===== config.mk =====
export PLATFORM = sky130hd
export DESIGN_NAME = mips_hazard_scoreboard
export DESIGN_NICKNAME = d
export VERILOG_FILES = /design/src/rtl/mips_pkg.sv /design/src/rtl/mips_dest_pipe.sv /design/src/rtl/mips_hazard_scoreboard.sv
export SDC_FILE = /design/constraint.sdc
export NUM_CORES = 1
export LEC_CHECK = 0
export CAP_MARGIN = 20
export CORE_MARGIN = 3
export CORE_UTILIZATION = 44
export CTS_BUF_LIST = sky130_fd_sc_hd__clkbuf_4 sky130_fd_sc_hd__clkbuf_8
export DETAILED_ROUTE_END_ITERATION = 12
export PLACE_DENSITY = 0.75
export SETUP_SLACK_MARGIN = 0.05
export SYNTH_ARGS = -nofsm -noshare
export SYNTH_HDL_FRONTEND = slang
export SYNTH_SLANG_ARGS = --single-unit

===== constraint.sdc =====
create_clock -name clk1 -period 2.6 [get_ports clk1]
set_input_delay 0.39 -clock clk1 [delete_from_list [all_inputs] [get_ports clk1]]
set_output_delay 0.39 -clock clk1 [all_outputs]
set_load 0.02 [all_outputs]

===== src/rtl/mips_pkg.sv =====
// Shared types and constants for the MIPS32 issue interlock.
package mips_pkg;
  localparam int REG_AW = 5;

  localparam logic [5:0] ADD   = 6'h00;
  localparam logic [5:0] ADDI  = 6'h08;
  localparam logic [5:0] SUBI  = 6'h09;
  localparam logic [5:0] BNEQZ = 6'h05;
  localparam logic [5:0] MUL   = 6'h1c;
  localparam logic [5:0] LW    = 6'h23;
  localparam logic [5:0] SW    = 6'h2b;
  localparam logic [5:0] HALT  = 6'h3f;

  // One in-flight destination write.
  typedef struct packed {
    logic              valid;
    logic [REG_AW-1:0] rd;
  } slot_t;
endpackage


===== src/rtl/mips_dest_pipe.sv =====
// WB_DIST-deep shift register of pending destination writes.
// Slot 0 is youngest; kill applies after the shift.
module mips_dest_pipe
  import mips_pkg::*;
#(
  parameter int WB_DIST  = 3,
  parameter int NUM_REGS = 32
) (
  input  logic                 clk1,
  input  logic                 rst_n,
  input  slot_t                ins,
  input  logic [WB_DIST-1:0]   kill,
  output slot_t [WB_DIST-1:0]  slots,
  output logic [NUM_REGS-1:0]  busy_mask
);

  slot_t [WB_DIST-1:0] nxt;

  // Next slot contents: shift by one, insert at slot 0, then drop killed slots.
  always_comb begin
    nxt    = '0;
    nxt[0] = ins;
    for (int k = 1; k < WB_DIST; k++) nxt[k] = slots[k-1];
    for (int k = 0; k < WB_DIST; k++) if (kill[k]) nxt[k].valid = 1'b0;
  end

  // Slot register; the entry leaving the last slot has reached the register file.
  always_ff @(posedge clk1 or negedge rst_n) begin
    if (!rst_n) slots <= '0;
    else        slots <= nxt;
  end

  // OR of one-hot destinations of all valid slots (WAW copies stay busy until the last leaves).
  always_comb begin
    busy_mask = '0;
    for (int k = 0; k < WB_DIST; k++)
      for (int r = 0; r < NUM_REGS; r++)
        if (slots[k].valid && slots[k].rd == REG_AW'(r)) busy_mask[r] = 1'b1;
  end

endmodule


===== src/rtl/mips_hazard_scoreboard.sv =====
// Issue-side interlock: stalls decode on RAW hazards against in-flight
// writes, squashes young slots on a taken branch and drains on HALT.
module mips_hazard_scoreboard
  import mips_pkg::*;
#(
  parameter int NUM_REGS    = 32,
  parameter int WB_DIST     = 3,
  parameter int FLUSH_DEPTH = 2,
  parameter int CNT_W       = 16
) (
  input  logic                clk1,
  input  logic                rst_n,
  input  logic                id_valid,
  input  logic [REG_AW-1:0]   id_rs,
  input  logic [REG_AW-1:0]   id_rt,
  input  logic                id_rs_used,
  input  logic                id_rt_used,
  input  logic                id_wr_en,
  input  logic [REG_AW-1:0]   id_rd,
  input  logic                id_halt,
  input  logic                br_flush,
  output logic                stall,
  output logic                issue,
  output logic [NUM_REGS-1:0] busy_mask,
  output logic                halted,
  output logic                drained,
  output logic [CNT_W-1:0]    stall_count
);

  slot_t [WB_DIST-1:0] slots;
  slot_t               ins;
  logic [WB_DIST-1:0]  kill;
  logic                rs_hit, rt_hit, hazard, any_valid;

  mips_dest_pipe #(.WB_DIST(WB_DIST), .NUM_REGS(NUM_REGS)) u_pipe (
    .clk1      (clk1),
    .rst_n     (rst_n),
    .ins       (ins),
    .kill      (kill),
    .slots     (slots),
    .busy_mask (busy_mask)
  );

  // Operand match. The oldest slot writes the register file on the same edge
  // that clocks a waiting reader out of decode, so it no longer blocks; it
  // still shows as busy until it leaves.
  always_comb begin
    rs_hit = 1'b0;
    rt_hit = 1'b0;
    for (int k = 0; k < WB_DIST-1; k++) begin
      if (slots[k].valid && slots[k].rd == id_rs) rs_hit = 1'b1;
      if (slots[k].valid && slots[k].rd == id_rt) rt_hit = 1'b1;
    end
  end

  assign hazard = id_valid && ((id_rs_used && id_rs != '0 && rs_hit) ||
                               (id_rt_used && id_rt != '0 && rt_hit));
  assign stall  = hazard && !halted && !br_flush;
  assign issue  = id_valid && !hazard && !halted && !br_flush;

  // Writes to R0 are discarded, so they never occupy a slot.
  assign ins.valid = issue && id_wr_en && (id_rd != '0);
  assign ins.rd    = id_rd;

  // Taken branch: kill the FLUSH_DEPTH youngest post-shift slots (slot 0 is a bubble anyway).
  always_comb begin
    kill = '0;
    for (int k = 1; k < WB_DIST; k++) if (k <= FLUSH_DEPTH) kill[k] = br_flush;
  end

  // Drain detection over every slot, including the one writing back this cycle.
  always_comb begin
    any_valid = 1'b0;
    for (int k = 0; k < WB_DIST; k++) if (slots[k].valid) any_valid = 1'b1;
  end

  assign drained = halted && !any_valid;

  // Sticky halt flag and saturating stall counter.
  always_ff @(posedge clk1 or negedge rst_n) begin
    if (!rst_n) begin
      halted      <= 1'b0;
      stall_count <= '0;
    end else begin
      if (issue && id_halt) halted <= 1'b1;
      if (stall && stall_count != '1) stall_count <= stall_count + CNT_W'(1);
    end
  end

endmodule


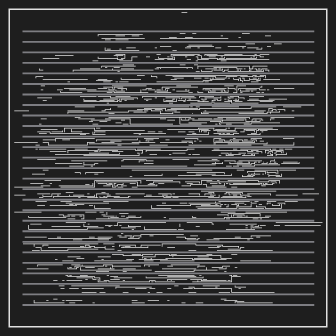
**Above:** run 1 (the metal 1 layer).
Supply wires on this layer in grey.
The layer holds 44% of the routed length. The wires run mostly horizontal.

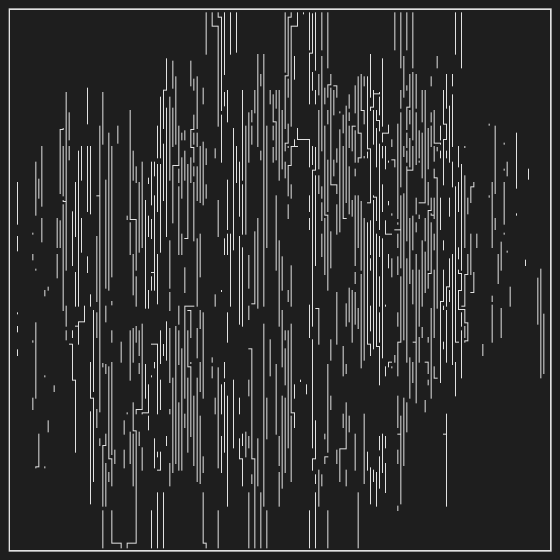
**Above:** run 1 (metal 2).
351 nets have wire on it. The layer carries 3650 um of wire. The longest straight run is 43.2 um. The wires run mostly vertical.

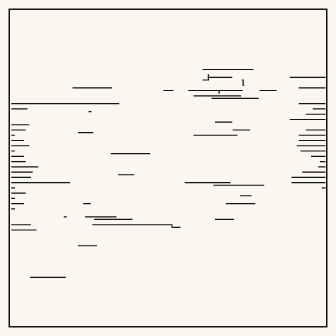
**Above:** run 1 (signal wires on met3).
The layer carries 417 um of wire. 61 nets have wire on it. The wires run mostly horizontal. The longest straight run is 27.6 um. The layer holds 5.6% of the routed length.

[run 1: kinds of logic (layout without fill, tap and decap cells)]
kind of cell	after synthesis	count (layout)	share of synthesized area
fa+ha+maj	1	1	0.004964
compound gates	40	40	0.1301
mux	3	3	0.01489
flops	35	35	0.3476
buf+inv	15	109	0.03624
simple gates	168	168	0.3550
xor+xnor	32	32	0.1112
[run 1: flip-flops by register name, indices dropped and copies added, names as in the netlist]
| signal | flops |
|---|---|
| u_pipe.slots | 18 |
| stall_count | 16 |
| halted | 1 |
[run 1: worst max-delay path, delay by kind of cell]
kind                      cells  cell delay [ns]
AOI/OAI and AO/OA             2             0.39
xor gates and xnor gates      1             0.18
buffers and inverters         2             0.63
and+or+nand+nor               2             0.48
[run 1: cell type report]
class	count	area (um2)	share of cell area
clock buffer	7	90.09	0.02458
clock inverter	1	8.758	0.002390
sequential	35	879.6	0.2400
multi-input combinational	244	1639	0.4473
inverter	2	7.507	0.002048
tap	70	87.58	0.02390
timing repair buffer	99	952.2	0.2598
[run 1: power groups by stage]
stage | Clock [mW] | Combinational [mW] | Sequential, mW
final | 0.423 | 0.216 | 0.596
after global routing | 0.452 | 0.232 | 0.598
after detailed placement | 0 | 0.209 | 0.602
after global placement | 0 | 0.205 | 0.602
after floorplan | 0 | 0.0994 | 0.592
after CTS | 0.431 | 0.209 | 0.592
[run 1: worst min path at each step]
stage / startpoint / depth (start not counted) / endpoint
finish: rst_n / 2 / stall_count[10]
global route: u_pipe.slots[3] / 0 / u_pipe.slots[9]
CTS: rst_n / 2 / u_pipe.slots[2]
detailed placement: u_pipe.slots[3] / 0 / u_pipe.slots[9]
global placement: stall_count[10] / 1 / stall_count[10]
floorplan: rst_n / 0 / halted
==> results.json, run 1 <==
{
  "worstSkewPairLatency_ns": 0.29,
  "endpoint": "stall",
  "syn-mean-instance-area_um2": 8.571,
  "skew_ns": 0.008755,
  "grt_max_degree": 36,
  "p_comb_frac": 0.175,
  "max_freq_ghz": 0.4068,
  "drc": 0,
  "dr_wl_met2_um": 3648,
  "fin_crit_ns": 2.458,
  "clock_path_buffers": 2,
  "reg2reg_depth": 7,
  "ff2ff_setup_slack_ns": 0.44,
  "cts_hold_buffers": 0,
  "power.switching_mw": 0.3402,
  "cts_resized": 24,
  "nets": 411,
  "die_w_um": 81.68,
  "final_cell_mix": "nand2_1 (64), clkdlybuf4s50_1 (50), dfrtp_1 (32)",
  "r2r_start": "u_pipe.slots[7]",
  "grt_setup_unrepaired": "false",
  "std_cell_rows": 26,
  "cts_tree": "built",
  "topCellsByArea": "dfrtp_1 (35%), nand2_1 (9.5%), a22oi_1 (7.1%), xnor2_1 (5.6%), xor2_1 (5.6%)",
  "wl_met1_um": 3265,
  "grtUsageMet1": 0.3157,
  "fillers": 448,
  "vias": 2573,
  "p_int_mw": 0.8944,
  "route.met3.wl_um": 416,
  "top_cell": "nand2_1",
  "chipArea_um2": 6671,
  "port_buffers": 74,
  "fin_tns_setup_ns": 0,
  "status": "finished clean",
  "finalMaxSlewViolations": 0,
  "power_leakage_nw": 1.840,
  "hold_class": "in2async",
  "swShare": 0.2755,
  "dieHeight_um": 81.68
}
==> inputs of run 2 (changes only) <==
- CORE_UTILIZATION: 44 -> 46
- PLACE_DENSITY: 0.75 -> 0.78
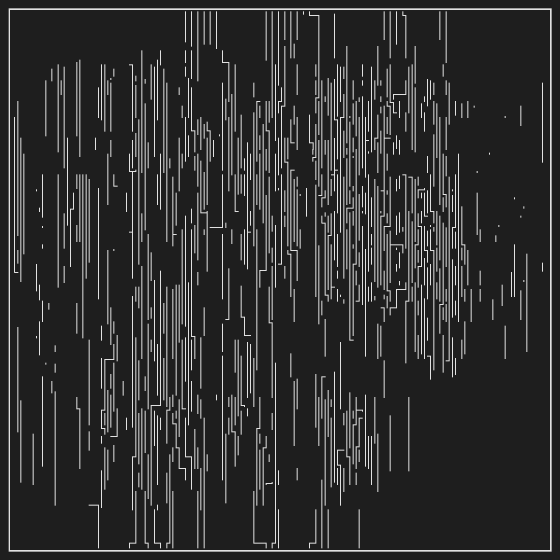
**Above:** run 2 (metal 2).
The longest straight run is 27.2 um. The layer carries 3690 um of wire. 354 nets have wire on it. The layer holds 49% of the routed length.

==> results.json, run 2 <==
{
  "p_int_mw": 0.9578,
  "lay_top_count": "nand2_1",
  "chipArea_um2": 6402,
  "place_inst": 456,
  "top_cell": "nand2_1",
  "whs_ns": 0.4993,
  "power.switching_mw": 0.3429,
  "period_used_share": 0.9542,
  "status": "finished clean",
  "top_cells_by_count": "nand2_1 (64), dfrtp_1 (35), a22oi_1 (24)",
  "reg2reg_depth": 8,
  "largest-register": "u_pipe.slots",
  "skew_ns": 0.009664,
  "synth-main-ff-cell": "dfrtp_1",
  "max_freq_ghz": 0.4031,
  "p_comb_frac": 0.171,
  "final_cell_mix": "nand2_1 (64), clkdlybuf4s50_1 (48), dfrtp_1 (33)",
  "arrival_ns": 2.09,
  "syn2layout_area_growth_pct": 46.67,
  "syn_inst": 294,
  "cts_hold_buffers": 0,
  "place_congestion": 0.9809,
  "clock_path_buffers": 2,
  "clk-power_mw": 0.486,
  "power_leakage_nw": 1.846,
  "fin_tns_setup_ns": 0,
  "grt_max_degree": 36,
  "die_w_um": 80.02,
  "std_cell_rows": 26,
  "dieHeight_um": 80.02,
  "top_regs": "u_pipe.slots x18, stall_count x16, halted x1",
  "synth-edff-count": 0,
  "ys_chip_area_um2": 2520,
  "path_class": "reg2out",
  "powerComb_mw": 0.222,
  "largest_reg_flops": 18,
  "port_buffers": 74,
  "grt_setup_unrepaired": "true",
  "pwr-share-seq": 0.456,
  "warnings": 28,
  "viasPerCell": 5.639,
  "final_hold_viol_count": 0,
  "cts_tree": "built",
  "topCellsByArea": "dfrtp_1 (35%), nand2_1 (9.5%), a22oi_1 (7.1%), xnor2_1 (5.6%), xor2_1 (5.6%)",
  "fin_area_um2": 3696,
  "worstSkewPairLatency_ns": 0.29,
  "yosys_warnings": 0,
  "power_frac_clock": 0.373,
  "post-route-util": 0.7101,
  "path_buffers": 2,
  "antenna_left": 0,
  "ff2ff_setup_slack_ns": 0.36,
  "hold_class": "in2async",
  "top_power_group": "registers",
  "syn_area_um2": 2520,
  "vias": 2622,
  "p_per_area_nw_per_um2": 351.9,
  "first_pass_iters": 5,
  "syn-mean-instance-area_um2": 8.571,
  "cp_top_family": "buffers and inverters",
  "drc": 0,
  "cp.depth": 6,
  "detailed_place.area_um2": 3510,
  "worstSetupEndpointType": "output port",
  "grt_first_pass_wirelength_um": 12270,
  "nets": 418,
  "fin_crit_ns": 2.481,
  "fp_util": 0.4841,
  "swShare": 0.2636,
  "ys_cells": 294,
  "setup_viol": 0,
  "total_power_mw": 1.301,
  "r2r_start": "u_pipe.slots[1]",
  "finalMaxSlewViolations": 0,
  "p_seq_mw": 0.593,
  "yosysTopAreaCell": "dfrtp_1"
}
[run 2: cell count changes in the layout (fill, tap and decap cells not counted), moves of 2 or more]
cell / before / now
buf_4: 24 / 32
clkdlybuf4s50_1: 50 / 48
dlygate4sd2_1: 9 / 15
dlymetal6s2s_1: 13 / 9
nor2_1: 10 / 15
nor2_2: 7 / 2
[run 2: final cells by class]
cell class              count  area [um2]
flip-flops and latches     35       878.3
repair buffers            106       989.7
well taps                  70       87.58
clock buffers               5       68.82
inverters                   2       7.507
clock inverters             3       43.79
fillers                   419        1509
multi-input cells         244        1620
[run 2: metal layers]
metal	GRT usage	share of wire	up-vias
met5	0	0	-
met4	0.04730	0.0096	0
met3	0.04289	0.071	11
met2	0.4197	0.49	129
met1	0.3153	0.43	1231
li1	-	-	1251
[run 2: worst max-delay path by stage]
stage | from | to | slack, ns
floorplan | u_pipe.slots[6] | stall | 0.45
CTS | id_rs[0] | stall | 0.04
finish | u_pipe.slots[10] | busy_mask[15] | 0.12
global placement | id_rs[0] | issue | -0.30
global route | u_pipe.slots[16] | busy_mask[13] | 0.03
detailed placement | id_rs[0] | issue | -0.30
[run 2: worst reg2reg max path: cells and delay by family (launching register included)]
kind,cells,cell delay (ns)
flops,1,0.47
xor+xnor,1,0.20
buf+inv,2,0.37
simple gates,2,0.42
mux,1,0.31
compound gates,2,0.35
[run 2: kinds of logic after synthesis]
kind of cell	after synthesis	share of synthesized area
mux	3	0.01489
buf+inv	15	0.03624
compound gates	40	0.1301
flops	35	0.3476
fa+ha+maj	1	0.004964
xor+xnor	32	0.1112
simple gates	168	0.3550
[run 2: timing repair]
| action | in CTS | in global routing |
|---|---|---|
| pin swaps | 1 | 4 |
| endpoints found under the setup margin | 23 | 17 |
| buffers inserted | 0 | 1 |
| gates resized | 30 | 20 |
Power is estimated from default activity; no workload was simulated.
